--- config.mk ---
export PLATFORM = sky130hd
export DESIGN_NAME = fifo36_byte_unpacker
export DESIGN_NICKNAME = d
export VERILOG_FILES = /design/src/rtl/fifo36_byte_unpacker.sv
export SDC_FILE = /design/constraint.sdc
export NUM_CORES = 1
export LEC_CHECK = 0
export CORE_UTILIZATION = 38
export CTS_CLUSTER_DIAMETER = 150
export DETAILED_ROUTE_END_ITERATION = 7
export PLACE_DENSITY = 0.76
export SLEW_MARGIN = 20
export SYNTH_ARGS = -nofsm -noshare
export SYNTH_HDL_FRONTEND = slang
export SYNTH_SLANG_ARGS = --single-unit
--- constraint.sdc ---
create_clock -name clk -period 1.7 [get_ports clk]
set_clock_uncertainty 0.05 [all_clocks]
set_input_delay 0.255 -clock clk [delete_from_list [all_inputs] [get_ports clk]]
set_output_delay 0.255 -clock clk [all_outputs]
set_load 0.01 [all_outputs]
--- src/rtl/fifo36_byte_unpacker.sv ---
// rtl/fifo36_byte_unpacker.sv - drains FWFT 36-bit words into a valid/ready byte stream, LSB first.
// Optional BYTE_COUNTER_EN adds accepted-byte and dropped-word counters.
module fifo36_byte_unpacker (
  input  logic        clk,
  input  logic        reset,
  input  logic [35:0] fifoData,
  input  logic        fifoEmpty,
  output logic        fifoReadEnable,
  output logic [7:0]  byteOut,
  output logic        byteValid,
  input  logic        byteReady,
  output logic [31:0] byteCount,
  output logic [15:0] dropCount
);

  typedef enum logic {IDLE, EMIT} state_t;

  state_t      state_q, state_d;
  logic [31:0] word_q, word_d;
  logic [3:0]  mask_q, mask_d;
  logic [3:0]  mask_rest;
  logic        xfer;

  always_comb begin
    state_d   = state_q;
    word_d    = word_q;
    mask_d    = mask_q;
    // Clearing the lowest set bit gives the mask left after this byte goes.
    mask_rest = mask_q & (mask_q - 4'd1);
    byteValid = (state_q == EMIT) && !reset;
    xfer      = byteValid && byteReady;

    byteOut = 8'h00;
    if (byteValid) begin
      if (mask_q[0])      byteOut = word_q[7:0];
      else if (mask_q[1]) byteOut = word_q[15:8];
      else if (mask_q[2]) byteOut = word_q[23:16];
      else                byteOut = word_q[31:24];
    end

    fifoReadEnable = !reset && !fifoEmpty &&
                     ((state_q == IDLE) || (xfer && (mask_rest == 4'd0)));

    if (xfer) begin
      mask_d = mask_rest;
      if (mask_rest == 4'd0) state_d = IDLE;
    end
    if (fifoReadEnable) begin
      word_d  = fifoData[31:0];
      mask_d  = fifoData[35:32];
      state_d = (fifoData[35:32] != 4'd0) ? EMIT : IDLE;
    end
  end

  always_ff @(posedge clk) begin
    if (reset) begin
      state_q <= IDLE;
      word_q  <= 32'd0;
      mask_q  <= 4'd0;
    end else begin
      state_q <= state_d;
      word_q  <= word_d;
      mask_q  <= mask_d;
    end
  end

`ifdef BYTE_COUNTER_EN
  logic [31:0] byte_count_q, byte_count_d;
  logic [15:0] drop_count_q, drop_count_d;

  always_comb begin
    byte_count_d = byte_count_q;
    drop_count_d = drop_count_q;
    if (xfer) byte_count_d = byte_count_q + 32'd1;
    if (fifoReadEnable && (fifoData[35:32] == 4'd0)) drop_count_d = drop_count_q + 16'd1;
  end

  always_ff @(posedge clk) begin
    if (reset) begin
      byte_count_q <= 32'd0;
      drop_count_q <= 16'd0;
    end else begin
      byte_count_q <= byte_count_d;
      drop_count_q <= drop_count_d;
    end
  end

  assign byteCount = byte_count_q;
  assign dropCount = drop_count_q;
`else
  assign byteCount = 32'd0;
  assign dropCount = 16'd0;
`endif

endmodule
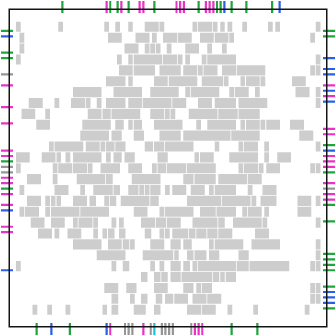
Figure 1: run 1, pin placement.
Pins as bars across the die edge, other pins in grey.
[green] byteCount | pins: 32 | direction: output | edge: 12 right, 11 top, 5 left, 4 bottom
[magenta] fifoData | pins: 36 | direction: input | edge: 11 left, 10 right, 10 top, 5 bottom
[blue] dropCount | pins: 16 | direction: output | edge: 9 right, 3 left, 2 bottom, 2 top
[cyan] byteValid | pins: 1 | direction: output | edge: bottom
die extent in x: 79.01 um
IO Port Bufs: 49
Chip Height: 79.01 um

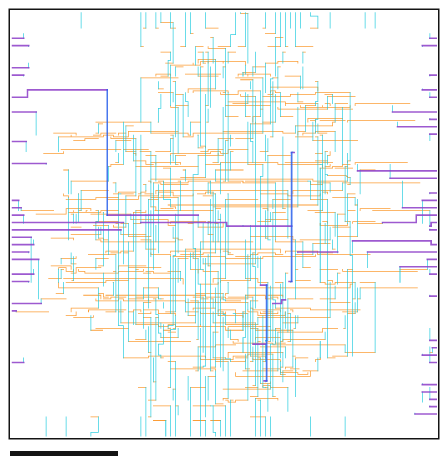
Figure 2: run 1, signal wires by layer.
The bar under the picture is 20 um long.
[blue] met4 | wire length: 64.6 um
[purple] met3 | wire length: 307 um
[cyan] met2 | wire length: 2,200 um
[orange] met1 | wire length: 2,050 um

==> impl_metrics.json, run 1 <==
{
  "async_flop_share_pct": 0,
  "syn_inst": 267,
  "vias_per_cell": 4.469,
  "fp-utilization_pct": 40.18,
  "mux_share_pct": 19.99,
  "regMostFlops": "word_q",
  "endpoint_kind": "output pin",
  "grt_pass1_wl_mm": 7.486,
  "p_leak_uw": 0.001264,
  "antenna_cells": 0,
  "violations": "negative setup slack",
  "hold_end": "word_q[13]",
  "xor_area_share_pct": 0,
  "drc": 0,
  "grt_util_all_layers_pct": 15.61,
  "top_area_cell": "dfxtp_1",
  "ys_seq_share_pct": 32.87,
  "cp_num_cells": 4,
  "layout_setup_ws_ns": -0.1845,
  "timing.rr.end": "word_q[11]",
  "yosysTopAreaCellShare_pct": 32.87,
  "hold_class": "reg2reg",
  "grt_max_degree": 73,
  "status": "finished with violations",
  "setup_viol": 40,
  "clk_path_buf_depth": 2,
  "p_seq_uw": 965,
  "max_freq_mhz": 530.6,
  "worst_path_dominant_cell_family": "AND-OR/OR-AND gates",
  "worst_pin_slew_ns": 0.6563,
  "largest_reg_flops": 32,
  "r2r_setup_slack_ns": -0.15,
  "io_pins": 98,
  "dpl_cell_area_mm2": 0.002630,
  "synth-seq-cells": 37,
  "netlist_area_mm2": 0.002253,
  "comb_share_pct": 44.37,
  "final_cell_mix": "nand2_1 (77), conb_1 (48), clkdlybuf4s50_1 (39), mux2i_1 (36), dfxtp_1 (34)",
  "path_max_fanout": 4,
  "top_usage_layer": "met2",
  "cts_resized": 57,
  "grt_use_met1_pct": 20.06,
  "fa_ha_area_share_pct": 0,
  "ys_types": 24,
  "p_int_uw": 1546,
  "cts_tree": "built",
  "switching_share_pct": 26.69,
  "cp.arrival_ns": 1.58,
  "warnings": 29,
  "syn_area_per_cell_um2": 8.440,
  "dominantRegCellSynth": "dfxtp_1",
  "synth-compound-area-share_pct": 7.052,
  "overflow": 0,
  "finalHoldViolations": 0,
  "gp_congestion": 0.8051,
  "final_common_cell": "nand2_1",
  "synth.cellmix.simpleShare_pct": 17.55,
  "cp.required_ns": 1.39,
  "p_switching_uw": 562.7,
  "taps": 72
}
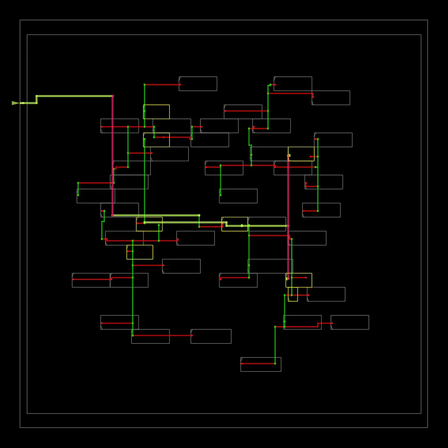
Figure 3: run 1, clock routing.
# clock sinks: 37
Num CTS Buffers: 5
Power Clock: 661 uW

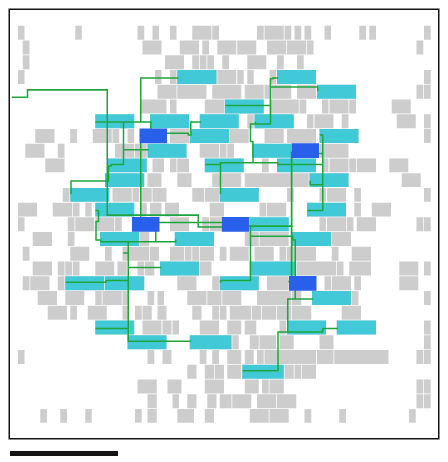
Figure 4: run 1, routed clock nets over the placement.
The bar under the picture is 20 um long.
[blue] cells driving clock nets | count: 5
[green] clock wires | length: 447 um
[cyan] flip-flops | count: 37
routed clock nets: 6
Worst-Skew Late Latency: 0.28 ns
Clock Power Share: 31.4%

--- run 2 (diff from run 1) ---
--- a/config.mk
+++ b/config.mk
@@ -5,6 +5,7 @@
 export SDC_FILE = /design/constraint.sdc
 export NUM_CORES = 1
 export LEC_CHECK = 0
+export CORE_MARGIN = 2
 export CORE_UTILIZATION = 38
 export CTS_CLUSTER_DIAMETER = 150
 export DETAILED_ROUTE_END_ITERATION = 7
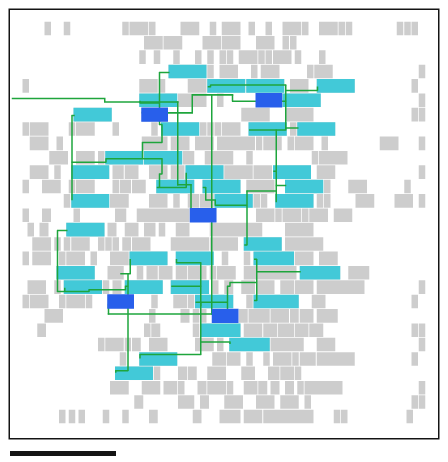
Figure 5: run 2, routed clock nets over the placement.
The bar under the picture is 20 um long.
[green] clock wires | length: 446 um
[blue] cells driving clock nets | count: 5
[cyan] flip-flops | count: 37
routed clock nets: 6
Worst-Skew Late Latency: 0.29 ns
Clock Power Share: 30.0%

==> impl_metrics.json, run 2 <==
{
  "status": "finished with violations",
  "violations": "negative setup slack",
  "die_w_um": 81.01,
  "syn_area_per_cell_um2": 8.440,
  "cts_tree": "built",
  "xor_area_share_pct": 0,
  "netlist_area_mm2": 0.002253,
  "switching_share_pct": 28.09,
  "comb_cells": 209,
  "syn_inst": 267,
  "synth-compound-area-share_pct": 7.052,
  "p_switching_uw": 606.1,
  "io_pins": 98,
  "clk_path_buf_depth": 2,
  "grt_util_all_layers_pct": 15.76,
  "setup_viol": 45,
  "fa_ha_area_share_pct": 0,
  "die_area_mm2": 0.006562,
  "max_freq_mhz": 525.9,
  "pre_cts_slack_ns": -0.4341,
  "route.final.wire_length_mm": 5.048,
  "numCtsBuffers": 5,
  "comb_share_pct": 42.31,
  "p_seq_uw": 964,
  "cp.required_ns": 1.39,
  "p_int_uw": 1551,
  "drc": 0,
  "hold_end": "word_q[13]",
  "synth.cellmix.simpleShare_pct": 17.55,
  "worst_pin_slew_ns": 0.6492,
  "ys_seq_share_pct": 32.87,
  "ys_area_mm2": 0.002253,
  "worst_path_max_delay_cell": "or3_4",
  "timing.rr.end": "mask_q[3]",
  "final_common_cell": "nand2_1",
  "clkSinkCount": 37,
  "holdBufCountCts": 0,
  "finalHoldViolations": 0,
  "cts_resized": 66,
  "p_total_uw": 2158,
  "endpoint_kind": "output pin",
  "rr_worst_depth": 6,
  "dr_wl_met2_mm": 2.455,
  "wl_met1_mm": 2.177,
  "crit_end": "fifoReadEnable",
  "hold_class": "reg2reg",
  "dpl_cell_area_mm2": 0.002634,
  "taps": 75,
  "layout_setup_ws_ns": -0.2015,
  "synth-seq-cells": 37,
  "slew_viol_final": 0,
  "mux_share_pct": 19.99,
  "antenna_cells": 0,
  "largest_reg_flops": 32,
  "fp-utilization_pct": 38.75,
  "grt_use_met1_pct": 19.75,
  "cp_num_cells": 4,
  "port_buffers": 49,
  "fp.dieH_um": 81.01,
  "vias_per_cell": 4.400,
  "final.setup.tns_ns": -4.464,
  "combPwrFrac_pct": 25.3,
  "grt_max_degree": 73,
  "top_area_cell": "dfxtp_1",
  "p_leak_uw": 0.001331,
  "met2_usage_pct": 26.61,
  "rsz0062_at_grt": "true",
  "warnings": 29,
  "async_flop_share_pct": 0,
  "path_max_fanout": 4,
  "period_used_pct": 111.9,
  "cp.arrival_ns": 1.60,
  "r2r_setup_slack_ns": -0.13,
  "dominantRegCellSynth": "dfxtp_1",
  "grt_pass1_wl_mm": 7.721,
  "regArea_um2": 749.5,
  "maxUsedRoutingLayer": "met4",
  "worst_path_dominant_cell_family": "simple AND/OR/NAND/NOR gates",
  "overflow": 0,
  "ys_types": 24,
  "regMostFlops": "word_q",
  "top_usage_layer": "met2",
  "ant_nets": 0,
  "gp_congestion": 0.7867,
  "final_cell_mix": "nand2_1 (77), conb_1 (48), clkdlybuf4s50_1 (39), mux2i_1 (36), dfxtp_1 (32)",
  "yosysTopAreaCellShare_pct": 32.87
}
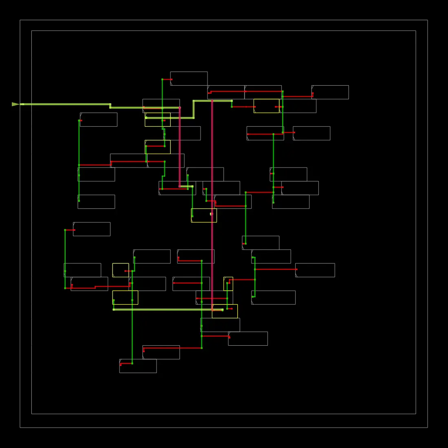
Figure 6: run 2, clock routing.
Flops: 37
Power Clock: 647 uW

No activity file was given, so power comes from the tool's default toggle rates.
